**Signal wires on met1**

The bar under the picture is 20 um long. Cells faint in the background.
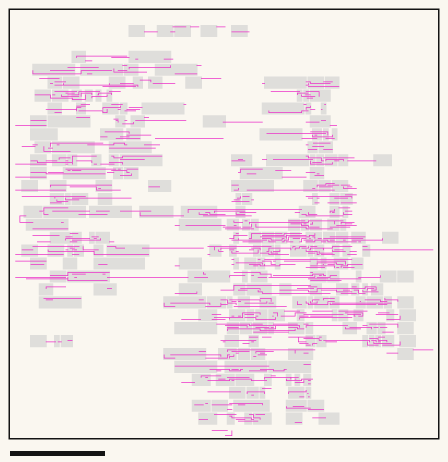
**Signal wires on met2**

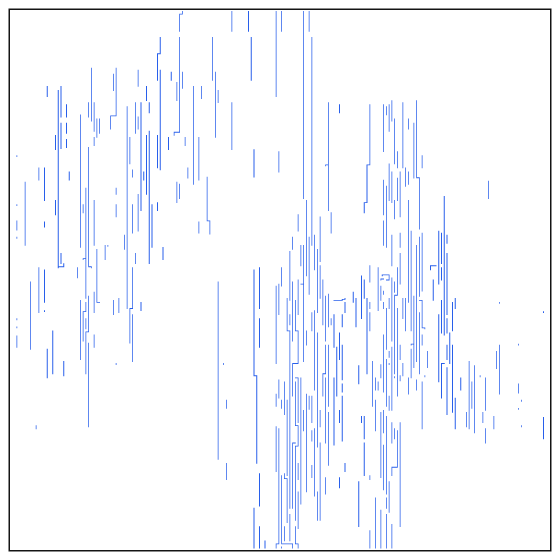
**The metal 3 layer**

The bar under the picture is 20 um long.
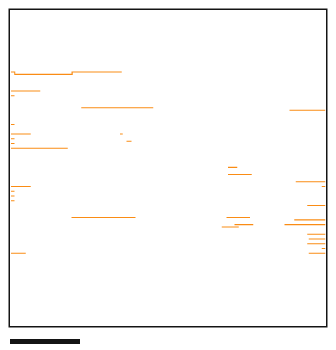
**Clock nets**

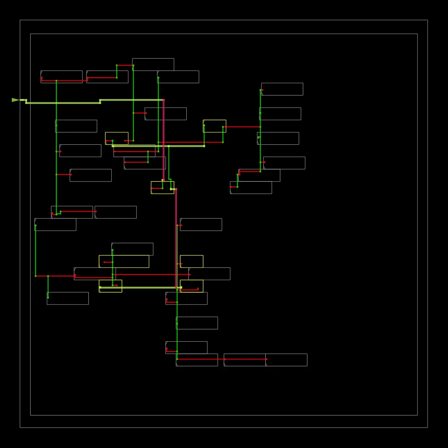
**Drive-strength map**

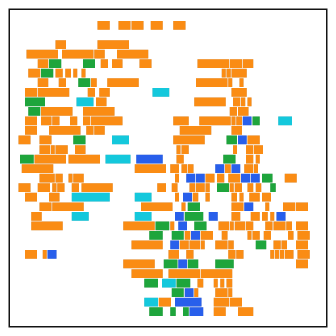
Design mc_control, sky130hd; sources not shown.
==> impl_results.html <==
<p>Metrics extracted from the flow reports.</p>
<table>
<tr><th>Metric</th><th>Value</th></tr>
<tr><th colspan="2">Logic synthesis</th></tr>
<tr><td>Simple-gate share of the synthesized area</td><td>0.275</td></tr>
<tr><td>Total standard cell area after synthesis</td><td>1850 um2</td></tr>
<tr><td>Cell count listed in synth_stat.txt</td><td>197</td></tr>
<tr><td>Instance count of the mapped netlist</td><td>197</td></tr>
<tr><td>Ys flops</td><td>30</td></tr>
<tr><td>Count of flip-flops with a built-in enable after synthesis</td><td>0</td></tr>
<tr><td>Most instantiated cells after synthesis</td><td>sky130_fd_sc_hd__dfrtp_1, sky130_fd_sc_hd__nor2_1, sky130_fd_sc_hd__xnor2_1, sky130_fd_sc_hd__nand2_1, sky130_fd_sc_hd__nand3_1</td></tr>
<tr><td>Total of warnings raised by yosys</td><td>0</td></tr>
<tr><td>Cell with the most instances after synthesis</td><td>sky130_fd_sc_hd__dfrtp_1</td></tr>
<tr><td>Fraction of post-synthesis cell area in the top cell type by area</td><td>0.405</td></tr>
<tr><td>Seq/Total Area, Yosys</td><td>0.405</td></tr>
<tr><td>Leading area contributor after synthesis</td><td>sky130_fd_sc_hd__dfrtp_1</td></tr>
<tr><td>And-or/or-and share of the synthesized area</td><td>0.116</td></tr>
<tr><th colspan="2">Placement</th></tr>
<tr><td>IO buf count</td><td>42</td></tr>
<tr><td>Post-DP HPWL</td><td>3270 um</td></tr>
<tr><td>Final GP Congestion</td><td>0.803</td></tr>
<tr><th colspan="2">Status</th></tr>
<tr><td>Run status</td><td>finished with violations</td></tr>
<tr><td>Violations in the final reports</td><td>negative setup slack</td></tr>
<tr><th colspan="2">Global routing</th></tr>
<tr><td>Busiest layer in global routing</td><td>met2</td></tr>
<tr><td>Wire length of the first global-routing pass</td><td>7710 um</td></tr>
<tr><td>Number of global-route vias before repair</td><td>1636</td></tr>
<tr><th colspan="2">Floorplan</th></tr>
<tr><td>Die outline area</td><td>8120 um2</td></tr>
<tr><td>Number of ports placed on the die boundary</td><td>43</td></tr>
<tr><td>Floorplan-stage core utilization</td><td>0.257</td></tr>
<tr><td>Num rows</td><td>31</td></tr>
<tr><td>Die Span Y</td><td>90.1 um</td></tr>
<tr><th colspan="2">Worst setup path</th></tr>
<tr><td>Crit path cell chain</td><td>buf_6 &gt; nor4_4 &gt; buf_4 &gt; nand3_2 &gt; o311a_1 &gt; a221o_1 &gt; nor2_2 &gt; buf_6</td></tr>
<tr><td>Kind of cell with the highest combined delay on the critical path</td><td>AND-OR/OR-AND gates</td></tr>
<tr><td>Cell depth of the worst setup path</td><td>8</td></tr>
<tr><td>Flop2flop setup slack</td><td>just over 900 ps</td></tr>
<tr><td>Worst endpoint data arrival time</td><td>between 2000 and 2500 ps</td></tr>
<tr><td>Worst r2r path cells</td><td>8</td></tr>
<tr><td>Critical path buffers and inverters</td><td>3</td></tr>
<tr><td>Cell seen most often among critical-path stages</td><td>sky130_fd_sc_hd__buf_6</td></tr>
<tr><th colspan="2">Drt</th></tr>
<tr><td>Detailed-routed wire length on met3</td><td>202 um</td></tr>
<tr><td>Number of iterations in the first detailed-routing pass</td><td>4</td></tr>
<tr><td>Number of remaining DRC errors</td><td>0</td></tr>
<tr><td>Wire length per cell after detailed routing</td><td>12.8 um</td></tr>
<tr><td>Post-route ant nets</td><td>0</td></tr>
<tr><th colspan="2">Cells and area</th></tr>
<tr><td>Reg area</td><td>751 um2</td></tr>
<tr><td>Multi-input logic area</td><td>approximately 1100 um2</td></tr>
<tr><td>Top library cells by usage in the layout, fill and taps aside</td><td>sky130_fd_sc_hd__clkdlybuf4s50_1, sky130_fd_sc_hd__dfrtp_1, sky130_fd_sc_hd__buf_4</td></tr>
<tr><td>Proportion of cell area occupied by registers</td><td>0.281</td></tr>
<tr><td>Non-clock buffer contribution to total cell area</td><td>0.217</td></tr>
<tr><td>Post-Layout Cell Count</td><td>353</td></tr>
<tr><td>Fraction of the core area covered by cells at the end of the flow</td><td>0.370</td></tr>
<tr><td>Antenna cell count</td><td>0</td></tr>
<tr><td>Logic share of the area</td><td>0.400</td></tr>
<tr><td>Max-area cell class</td><td>logic gates</td></tr>
<tr><td>Post-layout net count</td><td>about 270</td></tr>
<tr><th colspan="2">STA</th></tr>
<tr><td>Max-slew violation count</td><td>0</td></tr>
<tr><td>Measured slew at the worst slew-check pin</td><td>546 ps</td></tr>
<tr><td>Worst-case setup margin in the final layout</td><td>-5.29 ps</td></tr>
<tr><td>Setup violation total in the final timing report</td><td>1</td></tr>
<tr><td>Post-route worst hold slack</td><td>376 ps</td></tr>
<tr><th colspan="2">Clock tree</th></tr>
<tr><td>Total setup buffers inserted after CTS</td><td>1</td></tr>
<tr><td>Cell resize tally after clock tree synthesis</td><td>40</td></tr>
<tr><td>Cts hold-fix bufs</td><td>0</td></tr>
<tr><td>Clock tree from TritonCTS</td><td>done</td></tr>
<tr><th colspan="2">Power and ir drop</th></tr>
<tr><td>Static leakage</td><td>0.00116 uW</td></tr>
<tr><td>Total power draw</td><td>around 2200 uW</td></tr>
<tr><td>Relative contribution of combinational cells to total power</td><td>0.589</td></tr>
<tr><td>Net switching power figure</td><td>953 uW</td></tr>
<tr><td>Power group with the largest share</td><td>combinational cells</td></tr>
<tr><td>Sequential share of power</td><td>0.253</td></tr>
<tr><td>Power in combinational cells</td><td>1270 uW</td></tr>
<tr><td>Clock distribution power</td><td>342 uW</td></tr>
<tr><th colspan="2">Worst hold path</th></tr>
<tr><td>Type of the worst min-delay path</td><td>flip-flop to flip-flop</td></tr>
<tr><th colspan="2">Job</th></tr>
<tr><td>Number of max-cap violations</td><td>0</td></tr>
<tr><td>OpenROAD warnings</td><td>29</td></tr>
</table>
## Picture notes: 'signal wires on met1'
nets with wire on the layer: 241
main direction: horizontal
wire length on this layer: 2150 um
longest straight run: 23.9 um
share of all routed wire: 48%
met1 Use GR: 0.149
wirelength, routed: 4500 um
via total after detailed routing: 1632

## Picture notes: 'signal wires on met2'
main direction: vertical
wire length on this layer: 2110 um
longest straight run: 34.7 um
GRT met2 Usage: 0.190

## Picture notes: 'the metal 3 layer'
longest straight run: 20.2 um
nets with wire on the layer: 30
wire length on this layer: 203 um
main direction: horizontal
share of all routed wire: 4.5%
met3 global-route usage: 0.0335

## Picture notes: 'clock nets'
Clk Latency, worst-skew pair: 270 ps
final-layout clock buffer total: 6
CTS Sinks: 30
seq_cells: 30

## Picture notes: 'drive-strength map'
[orange] drive 1 or less | cells: 191 | most used: clkdlybuf4s50_1
[blue] drive 3 to 4 | cells: 22 | most used: buf_4
[green] drive 2 | cells: 30 | most used: nand3_2
[cyan] drive 6 and up | cells: 11 | most used: clkbuf_8
worst-case setup margin in the final layout: -5.29 ps
Area growth, synth to finish: 44.2%
Non-clock buffers: 62
final non-filler cell area: 2670 um2

Power is estimated from default activity; no workload was simulated.
